==> images/final_placement.png <==
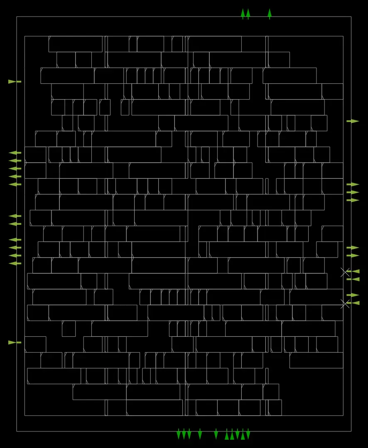
==> images/drive_strength.png <==
Drawn at 4 px/um.
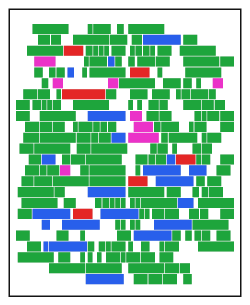
==> images/pdn.png <==
Drawn at 6 px/um. Pins as bars on the die edge.
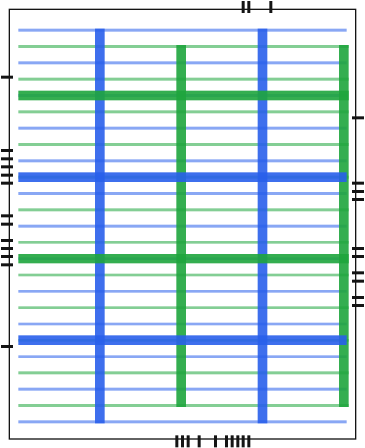
==> images/wire_density.png <==
Drawn at 4 px/um. The die is cut into 11 by 14 equal tiles; dark purple is low, yellow is high, scaled to the fullest tile. Values are wire area over tile area, all layers added.
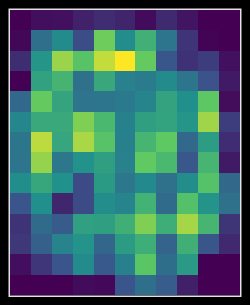
$ cat src/rtl/obstacle_scheduler_if.sv
// Handshake/bus bundle between the game-control side and the obstacle scheduler.
// master: game-control side (frame timing, runner pose); slave: the scheduler.
interface obstacle_scheduler_if;
  logic       start;
  logic       frame_tick;
  logic [1:0] man_lane;
  logic       man_crouch;
  logic       man_jump;
  logic [7:0] x_out;
  logic       ld_x;
  logic       ld_shape;
  logic [1:0] top_shape;
  logic [1:0] mid_shape;
  logic [1:0] bottom_shape;
  logic       gameover;
  logic [7:0] score;
  logic [2:0] step;

  modport master (
    output start, frame_tick, man_lane, man_crouch, man_jump,
    input  x_out, ld_x, ld_shape, top_shape, mid_shape, bottom_shape,
           gameover, score, step
  );

  modport slave (
    input  start, frame_tick, man_lane, man_crouch, man_jump,
    output x_out, ld_x, ld_shape, top_shape, mid_shape, bottom_shape,
           gameover, score, step
  );
endinterface

$ cat src/rtl/obstacle_scheduler.sv
// Obstacle scheduler: scrolls the wall once per frame, re-rolls lane shapes
// from an LFSR on wrap, loads x/shapes into the pixel datapath, detects
// runner/wall collision, keeps the score and ramps the scroll speed.
module obstacle_scheduler #(
  parameter logic [7:0] X_START     = 8'd156,
  parameter logic [7:0] MAN_X       = 8'd25,
  parameter logic [7:0] SEED        = 8'hA5,
  parameter logic [2:0] SPEED_EVERY = 3'd4,
  parameter logic [2:0] MAX_STEP    = 3'd4
) (
  input logic                  clk,
  input logic                  reset,
  obstacle_scheduler_if.slave  bus
);

  typedef enum logic [1:0] {
    IDLE     = 2'd0,
    RUN      = 2'd1,
    UPD      = 2'd2,
    GAMEOVER = 2'd3
  } state_t;

  state_t     state_r, state_s;
  logic [7:0] lfsr_r;
  logic [7:0] x_r, x_nxt_s;
  logic [1:0] top_r, mid_r, bot_r;
  logic [1:0] top_nxt_s, mid_nxt_s, bot_nxt_s;
  logic [7:0] score_r, score_nxt_s;
  logic [2:0] step_r, step_nxt_s;
  logic [2:0] cnt_r, cnt_nxt_s, cnt_inc_s;
  logic       wrap_s;
  logic       ld_x_r, ld_shape_r, gameover_r;
  logic [1:0] lane_shape_s;
  logic       overlap_s, hit_s;

  // Fibonacci LFSR, taps 8,6,5,4 (bits 7,5,4,3).
  function automatic logic [7:0] lfsr_next(input logic [7:0] v);
    return {v[6:0], v[7] ^ v[5] ^ v[4] ^ v[3]};
  endfunction

  // Saturating increment for the step value.
  function automatic logic [2:0] step_inc(input logic [2:0] v);
    return (v >= MAX_STEP) ? MAX_STEP : v + 3'd1;
  endfunction

  // Free-running shape generator, advances every clock outside reset.
  always_ff @(posedge clk or posedge reset) begin
    if (reset) lfsr_r <= SEED;
    else       lfsr_r <= lfsr_next(lfsr_r);
  end

  // Next wall position, shapes, score and speed for the coming frame.
  always_comb begin
    x_nxt_s     = x_r;
    top_nxt_s   = top_r;
    mid_nxt_s   = mid_r;
    bot_nxt_s   = bot_r;
    score_nxt_s = score_r;
    step_nxt_s  = step_r;
    cnt_nxt_s   = cnt_r;
    cnt_inc_s   = cnt_r + 3'd1;
    wrap_s      = (x_r < {5'd0, step_r});
    if (wrap_s) begin
      x_nxt_s   = X_START;
      top_nxt_s = lfsr_r[1:0];
      mid_nxt_s = lfsr_r[3:2];
      // Never emit three solid lanes: open the bottom lane instead.
      if (lfsr_r[5:0] == 6'h3F) bot_nxt_s = 2'b10;
      else                      bot_nxt_s = lfsr_r[5:4];
      if (score_r == 8'd255) score_nxt_s = score_r;
      else                   score_nxt_s = score_r + 8'd1;
      if (cnt_inc_s == SPEED_EVERY) begin
        cnt_nxt_s  = 3'd0;
        step_nxt_s = step_inc(step_r);
      end else begin
        cnt_nxt_s  = cnt_inc_s;
      end
    end else begin
      x_nxt_s = x_r - {5'd0, step_r};
    end
  end

  // Collision test of the runner against the registered wall.
  always_comb begin
    case (bus.man_lane)
      2'd0:    lane_shape_s = top_r;
      2'd1:    lane_shape_s = mid_r;
      default: lane_shape_s = bot_r;
    endcase
    overlap_s = (({1'b0, x_r} + 9'd1) >= {1'b0, MAN_X}) &&
                ({1'b0, x_r} <= ({1'b0, MAN_X} + 9'd6));
    hit_s = overlap_s &&
            ((lane_shape_s == 2'b11) ||
             ((lane_shape_s == 2'b10) && !bus.man_crouch) ||
             ((lane_shape_s[1] == 1'b0) && !bus.man_jump));
  end

  // Next-state logic of the frame sequencer.
  always_comb begin
    state_s = state_r;
    case (state_r)
      IDLE:     if (bus.start) state_s = RUN;      else state_s = IDLE;
      RUN:      if (bus.frame_tick) state_s = UPD; else state_s = RUN;
      UPD:      if (hit_s) state_s = GAMEOVER;     else state_s = RUN;
      GAMEOVER: state_s = GAMEOVER;
      default:  state_s = IDLE;
    endcase
  end

  // State register and registered strobes decoded from the next state.
  always_ff @(posedge clk or posedge reset) begin
    if (reset) begin
      state_r    <= IDLE;
      ld_x_r     <= 1'b0;
      ld_shape_r <= 1'b0;
      gameover_r <= 1'b0;
    end else begin
      state_r    <= state_s;
      ld_x_r     <= (state_s == UPD);
      ld_shape_r <= (state_s == UPD) && wrap_s;
      gameover_r <= (state_s == GAMEOVER);
    end
  end

  // Game registers update only on a frame tick while running.
  always_ff @(posedge clk or posedge reset) begin
    if (reset) begin
      x_r     <= X_START;
      top_r   <= 2'b00;
      mid_r   <= 2'b10;
      bot_r   <= 2'b11;
      score_r <= 8'd0;
      step_r  <= 3'd1;
      cnt_r   <= 3'd0;
    end else if ((state_r == RUN) && bus.frame_tick) begin
      x_r     <= x_nxt_s;
      top_r   <= top_nxt_s;
      mid_r   <= mid_nxt_s;
      bot_r   <= bot_nxt_s;
      score_r <= score_nxt_s;
      step_r  <= step_nxt_s;
      cnt_r   <= cnt_nxt_s;
    end
  end

  assign bus.x_out        = x_r;
  assign bus.ld_x         = ld_x_r;
  assign bus.ld_shape     = ld_shape_r;
  assign bus.top_shape    = top_r;
  assign bus.mid_shape    = mid_r;
  assign bus.bottom_shape = bot_r;
  assign bus.gameover     = gameover_r;
  assign bus.score        = score_r;
  assign bus.step         = step_r;

endmodule
$ cat src/flat_wrapper.sv
// flat-port wrapper written by rule: the top's interface ports become plain ports
module obstacle_scheduler_flat 
#(
  parameter logic [7:0] X_START     = 8'd156,
  parameter logic [7:0] MAN_X       = 8'd25,
  parameter logic [7:0] SEED        = 8'hA5,
  parameter logic [2:0] SPEED_EVERY = 3'd4,
  parameter logic [2:0] MAX_STEP    = 3'd4
)
  (clk, reset, bus_start, bus_frame_tick, bus_man_lane, bus_man_crouch, bus_man_jump, bus_x_out, bus_ld_x, bus_ld_shape, bus_top_shape, bus_mid_shape, bus_bottom_shape, bus_gameover, bus_score, bus_step);
  obstacle_scheduler_if bus_i ();
  input logic clk;
  input logic reset;
  input wire logic [$bits(bus_i.start)-1:0] bus_start;
  input wire logic [$bits(bus_i.frame_tick)-1:0] bus_frame_tick;
  input wire logic [$bits(bus_i.man_lane)-1:0] bus_man_lane;
  input wire logic [$bits(bus_i.man_crouch)-1:0] bus_man_crouch;
  input wire logic [$bits(bus_i.man_jump)-1:0] bus_man_jump;
  output wire logic [$bits(bus_i.x_out)-1:0] bus_x_out;
  output wire logic [$bits(bus_i.ld_x)-1:0] bus_ld_x;
  output wire logic [$bits(bus_i.ld_shape)-1:0] bus_ld_shape;
  output wire logic [$bits(bus_i.top_shape)-1:0] bus_top_shape;
  output wire logic [$bits(bus_i.mid_shape)-1:0] bus_mid_shape;
  output wire logic [$bits(bus_i.bottom_shape)-1:0] bus_bottom_shape;
  output wire logic [$bits(bus_i.gameover)-1:0] bus_gameover;
  output wire logic [$bits(bus_i.score)-1:0] bus_score;
  output wire logic [$bits(bus_i.step)-1:0] bus_step;
  assign bus_i.start = bus_start;
  assign bus_i.frame_tick = bus_frame_tick;
  assign bus_i.man_lane = bus_man_lane;
  assign bus_i.man_crouch = bus_man_crouch;
  assign bus_i.man_jump = bus_man_jump;
  assign bus_x_out = bus_i.x_out;
  assign bus_ld_x = bus_i.ld_x;
  assign bus_ld_shape = bus_i.ld_shape;
  assign bus_top_shape = bus_i.top_shape;
  assign bus_mid_shape = bus_i.mid_shape;
  assign bus_bottom_shape = bus_i.bottom_shape;
  assign bus_gameover = bus_i.gameover;
  assign bus_score = bus_i.score;
  assign bus_step = bus_i.step;
  obstacle_scheduler #(.X_START(X_START), .MAN_X(MAN_X), .SEED(SEED), .SPEED_EVERY(SPEED_EVERY), .MAX_STEP(MAX_STEP)) u_core (.clk(clk), .reset(reset), .bus(bus_i));
endmodule
$ cat config.mk
export PLATFORM = sky130hd
export DESIGN_NAME = obstacle_scheduler_flat
export DESIGN_NICKNAME = d
export VERILOG_FILES = /design/src/rtl/obstacle_scheduler_if.sv /design/src/rtl/obstacle_scheduler.sv /design/src/flat_wrapper.sv
export SDC_FILE = /design/constraint.sdc
export NUM_CORES = 1
export LEC_CHECK = 0
export CAP_MARGIN = 20
export CORE_ASPECT_RATIO = 1.25
export CORE_UTILIZATION = 52
export CTS_CLUSTER_DIAMETER = 60
export DETAILED_ROUTE_END_ITERATION = 8
export GPL_TIMING_DRIVEN = 0
export PLACE_DENSITY = 0.79
export SETUP_SLACK_MARGIN = 0.5
export SLEW_MARGIN = 0
export SYNTH_ARGS = -nofsm -noshare
export SYNTH_HDL_FRONTEND = slang
export SYNTH_SLANG_ARGS = --single-unit
$ cat constraint.sdc
create_clock -name clk -period 2.62 [get_ports clk]
set_input_delay 0.262 -clock clk [delete_from_list [all_inputs] [get_ports clk]]
set_output_delay 0.262 -clock clk [all_outputs]
set_load 0.01 [all_outputs]
==> qor.yml <==
status: "finished with violations"
violations: "design-rule violations"
cts_tree: "yes"
cts_max_level: 2
rows: 24
xor_share: 0.0481
most_common_cell: "nand2_1"
pg_comb_uw: 849
grt_max_degree: 42
postSynthCellCount: 185
num-multi-input-gates: 131
r2r_start: "u_core.bus.step[0]$_DFFE_PP1P_"
ys_ff: 41
yosys.area_share.aoi: 0.0831
lay_top_count: "clkdlybuf4s50_1"
die_w_um: 57.5
setup_ws_ns: 0.546
slew_headroom: 0.463
cp-end-kind: "register"
r2r_end: "u_core.bus.score[4]$_DFFE_PP0P_"
ctsResizeCount: 1
path_class: "register to register"
io_pins: 36
crit_required_ns: 2.84
drv_cap: 0
antenna_found_initial: 0
top_area_cell: "dfrtp_1"
drcViolationCount: 2
n_all_buffers: 42
power_frac_comb: 0.366
endpoint: "u_core.bus.score[4]$_DFFE_PP0P_"
met3_usage: 0.0740
synth-warning-count: 0
seq_power_uw: 965
crit_chain: "ha_1, fa_1, nand2b_4, nand4_4, buf_4, nor3b_1, xor2_1"
fill_cells: 255
comb_area_um2: 925
synth-edff-count: 0
min-delay-start: "u_core.lfsr_r[6]$_DFF_PP0_"
synth_area_per_cell_um2: 10.8
vias: 1530
layout.nonclk_buf_frac: 0.154
clkbuf_count: 6
grtUsageTotal: 0.230
wl_met3_um: 212
setup-violations-final: 0
viasPerCell: 5.65
hold_path_depth: 0
top_layer_used: "met4"
dp_hpwl_mm: 2.95
top_cells_by_count: "nand2_1 (30), dfrtp_1 (29), dfstp_2 (12)"
fp-utilization: 0.560
crit_family: "simple AND/OR/NAND/NOR gates"
total_power_mw: 2.32
wl_met2_mm: 2.14
clockRootBuffer: "clkbuf_8"
clk_latency_ns: 0.30
postCtsHoldBufs: 0
clock_area_frac: 0.0435
seqPwrFrac: 0.416
grt_overflow: 0
worst_r2r_path_depth: 7
clkPwrFrac: 0.218
min_period_over_period: 0.792
worst-path-buf-inv: 1
hold_path_class: "register to register"
slowest_delay_ns: 0.58
area.share.sequential: 0.407
logic_family: "simple AND/OR/NAND/NOR gates"
Back to the opening pictures, final_placement.png:
flop count: 41
core area: 3570 um2
# Taps: 39

Back to the opening pictures, drive_strength.png:
| size | color | cells | share |
|---|---|---|---|
| drive 2 | blue | 21 | 9.1% |
| drive 6 and up | red | 6 | 2.6% |
| drive 1 or less | green | 197 | 85% |
| drive 3 to 4 | magenta | 8 | 3.4% |
area growth from synthesis to layout: 27.7%
Final Cell Area: 2560 um2

Back to the opening pictures, pdn.png:
| net | color |
|---|---|
| VSS | blue |
| VDD | green |
met5 straps: 4
met4 straps: 4
rows: 24

Back to the opening pictures, wire_density.png:
tiles over half the peak: 36%
mean over tiles: 0.16
fullest tile: 0.41
WL final: 4.16 mm
DR WL/cell: 15.3 um

